[config.mk]
export PLATFORM = sky130hd
export DESIGN_NAME = mem_stage
export DESIGN_NICKNAME = d
export VERILOG_FILES = /design/src/rtl/mem_stage.sv
export SDC_FILE = /design/constraint.sdc
export NUM_CORES = 1
export LEC_CHECK = 0
export CORE_AREA = 2 2 179 181
export DETAILED_ROUTE_END_ITERATION = 8
export DIE_AREA = 0 0 181 183
export PLACE_DENSITY_LB_ADDON = 0.15
export SLEW_MARGIN = 15
export SYNTH_ARGS = -nofsm -noshare
export SYNTH_HDL_FRONTEND = slang
export SYNTH_SLANG_ARGS = --single-unit
[constraint.sdc]
create_clock -name clk -period 5.1 [get_ports clk]
set_input_delay 0.51 -clock clk [delete_from_list [all_inputs] [get_ports clk]]
set_output_delay 0.51 -clock clk [all_outputs]
set_load 0.005 [all_outputs]
[src/rtl/mem_stage.sv]
// rtl/mem_stage.sv - pipeline memory stage: ALU pass-through, load/store data-memory access, writeback bundle
//
// Purpose:
//   Accepts one executed instruction at a time from the EX stage.
//   - Non-memory ops go straight to writeback with one cycle of latency.
//   - Stores issue one data-memory request and write back once it is accepted.
//   - Loads issue one request, wait for the response, then extract and extend the addressed byte or halfword.
//
// Ports:
//   clk, rst_n       : clock and synchronous active-low reset
//   ex_valid, ex_out : incoming instruction bundle (ex_stage_out_t)
//   ex_ready         : high only when the stage is idle
//   dmem_req_*       : request handshake plus addr/we/be/wdata; all fields are registered and held while waiting
//   dmem_rsp_*       : load response (valid + rdata)
//   wb_*             : single-cycle writeback pulse with rd, data, pc4, rf_en and sel
//   misalign         : misaligned-access flag, meaningful with wb_valid
//
// Build option:
//   MEM_MISALIGN_TRAP_EN - when defined, a misaligned halfword or word access is not issued.
//                          Instead it writes back immediately with misalign=1.
//                          When undefined, misalign is tied low and misaligned accesses are issued
//                          with lanes truncated at the word boundary.

package mem_stage_pkg;

    typedef enum logic [3:0] {
        LSU_NONE = 4'd0,
        LSU_LB   = 4'd1,
        LSU_LH   = 4'd2,
        LSU_LW   = 4'd3,
        LSU_LBU  = 4'd4,
        LSU_LHU  = 4'd5,
        LSU_SB   = 4'd6,
        LSU_SH   = 4'd7,
        LSU_SW   = 4'd8
    } lsuop_e;

    typedef struct packed {
        logic [4:0]  rd;
        logic [31:0] opr_b;
        logic [31:0] opr_res;
        logic [31:0] pc4;
        lsuop_e      lsuop;
        logic        rf_en;
        logic        dm_en;
        logic [1:0]  wb_sel;
    } ex_stage_out_t;

endpackage

module mem_stage
    import mem_stage_pkg::*;
#(
    parameter int DMEM_AW = 32
) (
    input  logic                clk,
    input  logic                rst_n,

    input  logic                ex_valid,
    input  ex_stage_out_t       ex_out,
    output logic                ex_ready,

    output logic                dmem_req_valid,
    input  logic                dmem_req_ready,
    output logic [DMEM_AW-1:0]  dmem_addr,
    output logic                dmem_we,
    output logic [3:0]          dmem_be,
    output logic [31:0]         dmem_wdata,
    input  logic                dmem_rsp_valid,
    input  logic [31:0]         dmem_rsp_rdata,

    output logic                wb_valid,
    output logic [4:0]          wb_rd,
    output logic [31:0]         wb_data,
    output logic [31:0]         wb_pc4,
    output logic                wb_rf_en,
    output logic [1:0]          wb_sel,
    output logic                misalign
);

    typedef enum logic [1:0] {
        S_IDLE = 2'd0,
        S_REQ  = 2'd1,
        S_RSP  = 2'd2
    } state_e;

    state_e               state_q;
    lsuop_e               op_q;
    logic [1:0]           alo_q;

    logic                 dmem_req_valid_q;
    logic [DMEM_AW-1:0]   dmem_addr_q;
    logic                 dmem_we_q;
    logic [3:0]           dmem_be_q;
    logic [31:0]          dmem_wdata_q;

    logic                 wb_valid_q;
    logic [4:0]           wb_rd_q;
    logic [31:0]          wb_data_q;
    logic [31:0]          wb_pc4_q;
    logic                 wb_rf_en_q;
    logic [1:0]           wb_sel_q;
`ifdef MEM_MISALIGN_TRAP_EN
    logic                 misalign_q;
`endif

    function automatic logic is_store(input lsuop_e op);
        return (op == LSU_SB) || (op == LSU_SH) || (op == LSU_SW);
    endfunction

`ifdef MEM_MISALIGN_TRAP_EN
    function automatic logic is_misaligned(input lsuop_e op, input logic [1:0] a);
        logic half_op;
        logic word_op;
        half_op = (op == LSU_LH) || (op == LSU_LHU) || (op == LSU_SH);
        word_op = (op == LSU_LW) || (op == LSU_SW);
        return (half_op && a[0]) || (word_op && (a != 2'b00));
    endfunction
`endif

    // Shifting inside 4 bits drops lanes past byte 3.
    // This is what truncates a misaligned halfword at the word boundary.
    function automatic logic [3:0] store_be(input lsuop_e op, input logic [1:0] a);
        case (op)
            LSU_SB:  return 4'b0001 << a;
            LSU_SH:  return 4'b0011 << a;
            LSU_SW:  return 4'b1111;
            default: return 4'b0000;
        endcase
    endfunction

    // Data is replicated into every lane so memory can pick the lane by byte enable alone.
    function automatic logic [31:0] store_wdata(input lsuop_e op, input logic [31:0] b);
        case (op)
            LSU_SB:  return {4{b[7:0]}};
            LSU_SH:  return {2{b[15:0]}};
            LSU_SW:  return b;
            default: return 32'h0;
        endcase
    endfunction

    // A halfword at offset 3 only has one byte inside the word.
    // Its upper byte reads as zero.
    function automatic logic [31:0] load_data(input lsuop_e op, input logic [1:0] a,
                                              input logic [31:0] rdata);
        logic [7:0]  b;
        logic [15:0] h;
        case (a)
            2'd0:    begin b = rdata[7:0];   h = rdata[15:0];          end
            2'd1:    begin b = rdata[15:8];  h = rdata[23:8];          end
            2'd2:    begin b = rdata[23:16]; h = rdata[31:16];         end
            default: begin b = rdata[31:24]; h = {8'h00, rdata[31:24]}; end
        endcase
        case (op)
            LSU_LB:  return {{24{b[7]}}, b};
            LSU_LBU: return {24'h0, b};
            LSU_LH:  return {{16{h[15]}}, h};
            LSU_LHU: return {16'h0, h};
            default: return rdata;
        endcase
    endfunction

    always_ff @(posedge clk) begin
        if (!rst_n) begin
            state_q          <= S_IDLE;
            op_q             <= LSU_NONE;
            alo_q            <= 2'b00;
            dmem_req_valid_q <= 1'b0;
            dmem_addr_q      <= '0;
            dmem_we_q        <= 1'b0;
            dmem_be_q        <= 4'b0000;
            dmem_wdata_q     <= 32'h0;
            wb_valid_q       <= 1'b0;
            wb_rd_q          <= 5'd0;
            wb_data_q        <= 32'h0;
            wb_pc4_q         <= 32'h0;
            wb_rf_en_q       <= 1'b0;
            wb_sel_q         <= 2'b00;
`ifdef MEM_MISALIGN_TRAP_EN
            misalign_q       <= 1'b0;
`endif
        end else begin
            // wb_valid and misalign are one-cycle pulses.
            // They are cleared by default every cycle.
            wb_valid_q <= 1'b0;
`ifdef MEM_MISALIGN_TRAP_EN
            misalign_q <= 1'b0;
`endif
            case (state_q)
                S_IDLE: begin
                    if (ex_valid) begin
                        // Writeback context is captured up front for every op.
                        // Loads overwrite wb_data once the response arrives.
                        wb_rd_q   <= ex_out.rd;
                        wb_data_q <= ex_out.opr_res;
                        wb_pc4_q  <= ex_out.pc4;
                        wb_sel_q  <= ex_out.wb_sel;
                        if (!ex_out.dm_en) begin
                            wb_rf_en_q <= ex_out.rf_en;
                            wb_valid_q <= 1'b1;
                        end
`ifdef MEM_MISALIGN_TRAP_EN
                        else if (is_misaligned(ex_out.lsuop, ex_out.opr_res[1:0])) begin
                            wb_rf_en_q <= 1'b0;
                            wb_valid_q <= 1'b1;
                            misalign_q <= 1'b1;
                        end
`endif
                        else begin
                            op_q             <= ex_out.lsuop;
                            alo_q            <= ex_out.opr_res[1:0];
                            wb_rf_en_q       <= is_store(ex_out.lsuop) ? 1'b0 : ex_out.rf_en;
                            dmem_req_valid_q <= 1'b1;
                            dmem_addr_q      <= {ex_out.opr_res[DMEM_AW-1:2], 2'b00};
                            dmem_we_q        <= is_store(ex_out.lsuop);
                            dmem_be_q        <= store_be(ex_out.lsuop, ex_out.opr_res[1:0]);
                            dmem_wdata_q     <= store_wdata(ex_out.lsuop, ex_out.opr_b);
                            state_q          <= S_REQ;
                        end
                    end
                end
                S_REQ: begin
                    if (dmem_req_ready) begin
                        // Request fields return to zero so that IDLE/RSP present a quiet bus.
                        // Any response arriving in this same cycle is not looked at.
                        dmem_req_valid_q <= 1'b0;
                        dmem_addr_q      <= '0;
                        dmem_we_q        <= 1'b0;
                        dmem_be_q        <= 4'b0000;
                        dmem_wdata_q     <= 32'h0;
                        if (is_store(op_q)) begin
                            wb_valid_q <= 1'b1;
                            state_q    <= S_IDLE;
                        end else begin
                            state_q    <= S_RSP;
                        end
                    end
                end
                S_RSP: begin
                    if (dmem_rsp_valid) begin
                        wb_data_q  <= load_data(op_q, alo_q, dmem_rsp_rdata);
                        wb_valid_q <= 1'b1;
                        state_q    <= S_IDLE;
                    end
                end
                default: begin
                    state_q <= S_IDLE;
                end
            endcase
        end
    end

    assign ex_ready       = (state_q == S_IDLE);
    assign dmem_req_valid = dmem_req_valid_q;
    assign dmem_addr      = dmem_addr_q;
    assign dmem_we        = dmem_we_q;
    assign dmem_be        = dmem_be_q;
    assign dmem_wdata     = dmem_wdata_q;
    assign wb_valid       = wb_valid_q;
    assign wb_rd          = wb_rd_q;
    assign wb_data        = wb_data_q;
    assign wb_pc4         = wb_pc4_q;
    assign wb_rf_en       = wb_rf_en_q;
    assign wb_sel         = wb_sel_q;
`ifdef MEM_MISALIGN_TRAP_EN
    assign misalign       = misalign_q;
`else
    assign misalign       = 1'b0;
`endif

endmodule

final_congestion.png
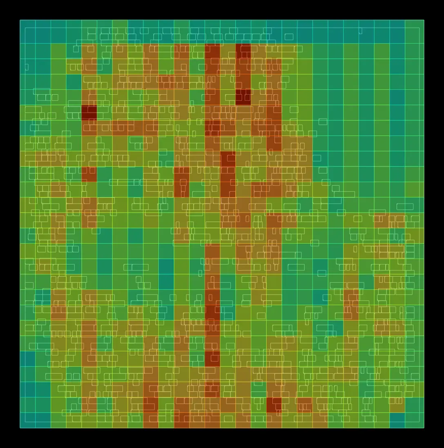
All-Layer GR Usage: 0.172
wire per inst: 20.1 µm
Layout Utilization: 0.346
busiest grt layer: met2

met1.png
Scale: 1.5 px per µm.
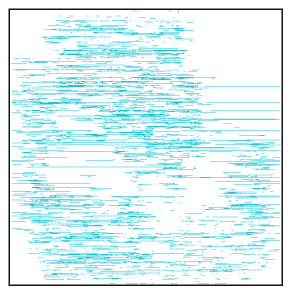
- wire length on this layer: 13700 µm
- nets with wire on the layer: 1077
- share of all routed wire: 47%
- longest straight run: 89.9 µm

==> impl_metrics.csv <==
group,metric,value,unit
timing,finalHoldViolations,0,
die,num_rows,65,
critical_path,critPathLaunch,"op_q[2]",
clock_network,postCtsHoldBufs,0,
die,dieArea,33100,µm²
global_routing,grt_pass1_vias,6789,
global_routing,antenna_found_initial,3,
timing,fin_tns_setup,0,ns
pwr,ir_drop,0.000220,V
critical_path,crit_fanout,27,
placement,gp_congestion,0.774,
pwr,finalPower,3.11,mW
min_path,min_path_type,"flop to flop",
critical_path,r2r-start,"op_q[2]",
critical_path,cpPeakStageDelay,0.91,ns
timing,finalClockPeriodUsage,0.598,
synth,syn_area_per_cell,8.86,µm²
clock_network,post-cts-setup-buffer-count,0,
synth,async_reset_ff_frac,0,
critical_path,worstPathRequired,5.40,ns
synth,synthFlopType,"dfxtp_1",
clock_network,cts.path.max_buffers,2,
timing,clock_skew,0.00885,ns
timing,relSlewSlack,0.240,
clock_network,htree_levels,4,
critical_path,worstPathArrival,3.35,ns
detailed_routing,dr.pass1.iters,5,
detailed_routing,ant_nets,0,
detailed_routing,post-route-drc-count,0,
synth,synth_seq_share,0.420,
synth,top_cells_by_count,"149 x dfxtp_1, 132 x nand2_1, 64 x a22oi_1",
synth,top_cell,"dfxtp_1",
detailed_routing,wl,29300,µm
outcome,status,"completed",
synth,yosysTopAreaCellShare,0.420,
timing,slew_violations,0,
die,ios,291,
timing,layout_min_cycle_time,3.05,ns
cells_and_area,layout-drive-gt1-share,0.0654,
synth,ys_area,7100,µm²
synth,ys.flops,149,
detailed_routing,drt_iter0_drc,369,
clock_network,clk_pin_slew,0.07,ns
pwr,p_per_area,287,nW/µm²
critical_path,cp.buffers_inverters,0,
cells_and_area,area_delta_synth_final,52.3,%
die,die_x,181,µm
die,fp_util,0.227,
global_routing,gr-total-overflow,0,
## cells in the final DEF (no fill, tap or decap), types with 4 or more instances in the layout
cell type	synthesis	layout
nor2b_1	50	50
nand2_1	132	132
mux2i_1	21	21
inv_1	4	4
a22oi_1	64	64
nor3b_1	9	9
buf_4	4	16
nand3b_1	5	5
clkinvlp_4	0	6
o2bb2ai_1	19	19
o22a_1	4	4
dfxtp_1	149	149
nand3_1	17	17
clkdlybuf4s50_1	0	286
a41oi_1	5	5
o21a_1	4	4
o311ai_0	17	17
nor2_1	6	6
o2111ai_1	5	5
a31oi_1	29	29
nor3_1	7	7
a22o_1	4	4
a31o_2	5	5
a21boi_0	50	50
clkbuf_16	0	17
o22ai_1	7	7
and2_1	8	8
nand2b_1	5	5
o21ai_0	27	27
o21bai_1	17	17
## where the power goes
group          total (mW)  internal, mW  switching, mW
Sequential           1.27          1.23         0.0418
Combinational       0.602         0.320          0.283
Clock                1.23         0.674          0.557
## cell type report
type                    count  area [µm²]
repair buffers            302        2980
multi-input cells         568        3770
clock inverters            14         129
diodes                      3        7.51
fillers                  3257       20400
well taps                 402         503
inverters                   4        15.0
flip-flops and latches    149        2980
clock buffers              18         429
## path summary, 6_finish.rpt
kind	cells after the start	slack, ns	endpoint
worst max-delay path	4	2.05	wb_data[5]
worst min-delay path	2	0.46	wb_pc4[14]
worst max register to register	4	2.05	wb_data[5]
worst min register to register	2	0.46	wb_pc4[14]
## worst min-delay path, stage by stage, from the launching register on
cell and delay, ns:
dfxtp_1 0.31, nand2_1 0.05, a21boi_0 0.06
## flip-flops by register name, summed over array words and instances, names as in the netlist
name and flops:
alo_q 2, dmem_addr 30, dmem_be 4, dmem_req_valid 1, dmem_wdata 32, dmem_we 1
op_q 4, state_q 2, wb_data 32, wb_pc4 32, wb_rd 5, wb_rf_en 1
wb_sel 2, wb_valid 1
## layer usage
layer  up-vias  wire length, µm  global-route usage
met5         -                0                   0
met4         0              378              0.0494
met3        18             1660              0.0477
met2       221            13600               0.276
met1      3421            13700               0.227
li1       3420                -                   -
## cell families (layout without fill, tap and decap cells)
logic type      Yosys count  after routing  synth area share
compound gates          280            280             0.297
xor+xnor                  1              1           0.00123
buf+inv                  86            338            0.0548
flops                   149            149             0.420
mux                      25             25            0.0407
other cells               1              6          0.000528
simple gates            259            259             0.185
## through the flow
step,cells,setup slack [ns]
floorplan,803,3.35
global placement,1425,2.11
detailed placement,1425,2.05
CTS,1457,2.12
global route,1460,1.88
finish,1460,2.05
Power is estimated from default activity; no workload was simulated.
